Design single_port_ram, sky130hd; sources not shown.
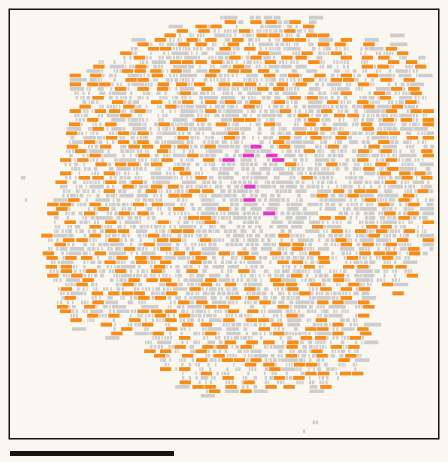
(sequential cells grouped by signal name)
The bar under the picture is 100 um long. Other cells in grey.
colour	name in the netlist	placed flops
magenta	`q`	8
orange	`mem_q`	512
footprint of the flip-flops and latches: 10420 um2
flop share of the area: 32.68%
sequential logic power: 9130 uW
final cell utilization of the core: 48.48%

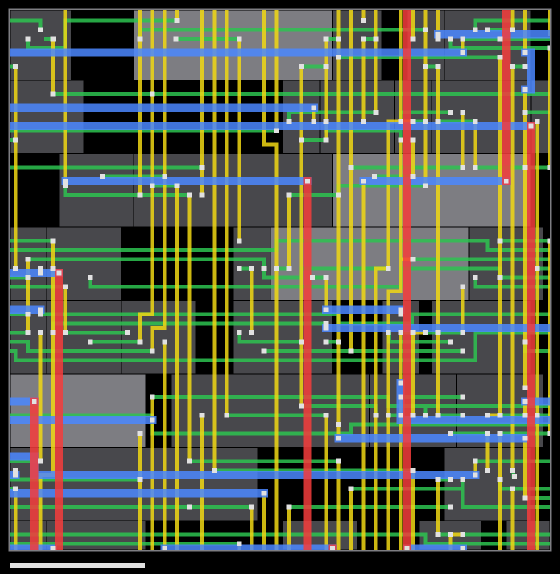
(close-up of the layout)
The bar under the picture is 5 um long. Region (121, 173) to (141, 193) um. Cells in grey, sequential cells in the stronger grey; small squares are vias.
colour	layer
red	metal 4
green	metal 1
yellow	metal 2
blue	metal 3
cells with their middle in the window	29
most frequent	nor2_1 (5), buf_4 (5), dfxtp_1 (4)
sequential cells in the window	4

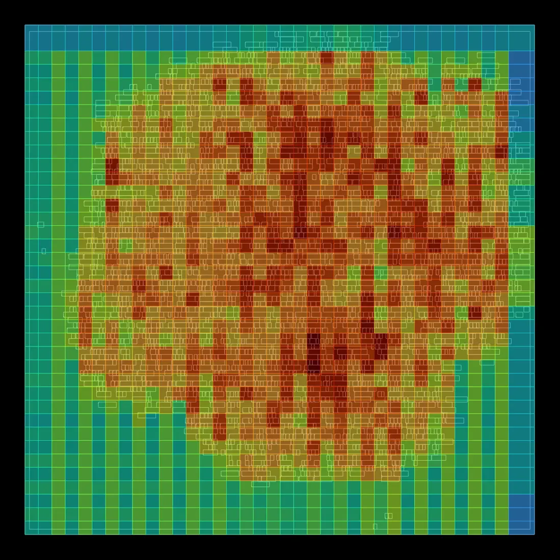
(track usage over the die)
global-route met3 utilization: 5.054%
average routed wire per standard cell: 22.31 um
grt peak-use layer: met2
M1 GR Usage: 35.90%
met2 usage in global routing: 40.92%

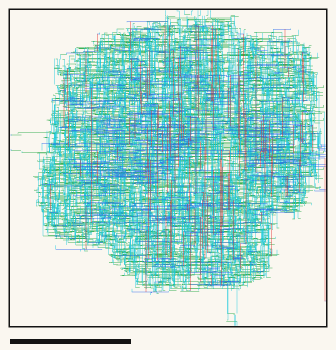
(metal layers overlaid)
The bar under the picture is 100 um long.
colour	layer	wire length
green	metal 1	38.2 mm
cyan	metal 2	41.4 mm
blue	metal 3	8650 um
red	metal 4	4200 um
overall global routing resource usage: 26.57%
via count: 23.96k
Total Routed Length: 92.48 mm

==> impl_metrics.json <==
{
  "ant_nets": 0,
  "top_level_ports": 25,
  "synthesis.area_um2": 23240,
  "share_seq_of_total_power_pct": 31.4,
  "fp_util_pct": 35.36,
  "syn-instance-count": 2891,
  "slew-limit-headroom_pct": 48.40,
  "area.combinational_um2": 11540,
  "final-instance-count-excl-fill": 4146,
  "largest_class": "combinational gates",
  "cts.repair.resized": 10,
  "outcome": "completed",
  "vdd.ir_drop.worst_mv": 0.6300,
  "clock-skew-final_ps": 48.00,
  "worst_hold_slack_ps": 364.0,
  "placed_cell_area_um2": 27540,
  "timing.critical_path.mode_cell": "buf_4",
  "cpPeakStageDelay_ps": 460,
  "final-max-slew-violation-count": 0,
  "synthMostInstantiatedCell": "nand2_1",
  "area_growth_syn_to_layout_pct": 37.11,
  "dr.pass1.iters": 6,
  "hold-path-cell-count": 2,
  "synth-edff-count": 0,
  "yosys.stat.chipArea_um2": 23240,
  "post_synth_fa_ha_maj_area_fraction_pct": 0,
  "cellLeakagePower_uw": 0.01141,
  "number_of_remaining_drc_errors": 0,
  "non_clock_inverter_count": 7,
  "total_power_uw": 29060,
  "power_per_cell_area_nw_per_um2": 911.9,
  "yosys_cell_count": 2891,
  "globalplace.congestion": 0.9424,
  "fp.dieArea_um2": 68490,
  "worst-endpoint-arrival_ps": 2810,
  "compound_area_share_pct": 22.35,
  "final_layout_size_suffix_gt1_share_pct": 23.86,
  "tns_ps": 0,
  "postSynthSeqShare_pct": 44.78,
  "synth-warning-count": 0,
  "drtIter0Drc": 2996,
  "mappedNetlistNets": 2908,
  "synth.lib_cells_used.distinct": 55,
  "log.warning_count": 26,
  "synthDominantAreaCellType": "dfxtp_1",
  "cts-buffers-inserted": 117,
  "synth.ff_latch_count": 520,
  "clkTransAtPathRegs_ps": 50,
  "fp.dieH_um": 261.7,
  "cp_class": "in2reg",
  "layout_top_cell": "nand2_1",
  "die_w_um": 261.7,
  "signal_buffers": 474,
  "fmax_ghz": 0.4513,
  "n_antenna_cell": 0,
  "final-setup-viol-count": 0,
  "hp-class": "in2reg",
  "clockBufferDepth": 3,
  "wl_met3_mm": 8.649,
  "hold_viol": 0,
  "post-place-ws_ps": -687.7,
  "pin_count_of_the_biggest_net_entering_global_routing": 86,
  "cp-end-kind": "flop",
  "cts-htree-levels": 3,
  "worst_r2r_path_depth": 7,
  "post_drt_via_cell_ratio": 5.779,
  "layout.cells.most_common_list": "nand2_1, dfxtp_1, a21oi_1, buf_4, nand3_1",
  "comb_power_share_pct": 6.6,
  "worst_path_dominant_cell_family": "buffers and inverters",
  "simple_gate_share_of_the_synthesized_area_pct": 18.73,
  "critPathMaxFanout": 12,
  "synth.top_cell.area_share_pct": 44.78,
  "ys_async_sr_fraction_pct": 0,
  "critical_path.startpoint_type": "input pin",
  "tritoncts_num_sinks": 520,
  "synthTopCellsByCount": "nand2_1, dfxtp_1, a21oi_1",
  "core.rowCount": 94,
  "ctsHoldBuffers": 0,
  "worstSkewPairLatency_ps": 690,
  "crit_path_cell_trace": "buf_4 > buf_12 > buf_4 > buf_4 > nand2b_1 > buf_4 > o221ai_1 > a221oi_1 > a311oi_1",
  "netlist_logic_family_top": "AND-OR/OR-AND gates",
  "top_power_group": "the clock network",
  "share_of_cell_area_taken_by_muxes_after_synthesis_pct": 8.123,
  "post-place-cells": 3929,
  "layout.sequential_cells": 520,
  "clock_area_share_pct": 13.53,
  "final.period_utilization_pct": 96.35,
  "critPathSlowestCell": "o221ai_1",
  "io_buffer_count": 24,
  "power.switching_fraction_pct": 23.27,
  "avgSynthCellArea_um2": 8.040,
  "ff_type": "dfxtp_1",
  "finalCriticalPeriod_ps": 2216,
  "p_clk_uw": 18000,
  "cell_internal_pwr_uw": 22300,
  "netlist_top_cells_area": "dfxtp_1, a21oi_1, nand2_1",
  "fraction_of_cell_area_in_non_clock_buffers_pct": 14.09,
  "grt_setup_unrepaired": "false",
  "antenna_found_initial": 0,
  "switchingPower_uw": 6762,
  "detailed_place_hpwl_mm": 62.35,
  "critPathBufInv": 5,
  "worst-r2r-setup-slack_ps": 270,
  "design.core.area_um2": 65750,
  "tritoncts_clock_tree": "yes",
  "worst-endpoint-required_ps": 2900,
  "grt_remaining_overflow": 0,
  "route.top_layer_used": "met4",
  "postCtsSetupBuffers": 0,
  "worst-slew-pin-transition_ps": 771.1,
  "multi_input_comb_cells": 2064,
  "ctsRootBufferMaster": "clkbuf_16",
  "synth-xor-area-share_pct": 0,
  "wirelength_met1_mm": 38.25,
  "final.setup.worst_slack_ps": 83.97,
  "taps": 864,
  "nClkBuffers": 155
}
Power and IR drop assume default switching activity.
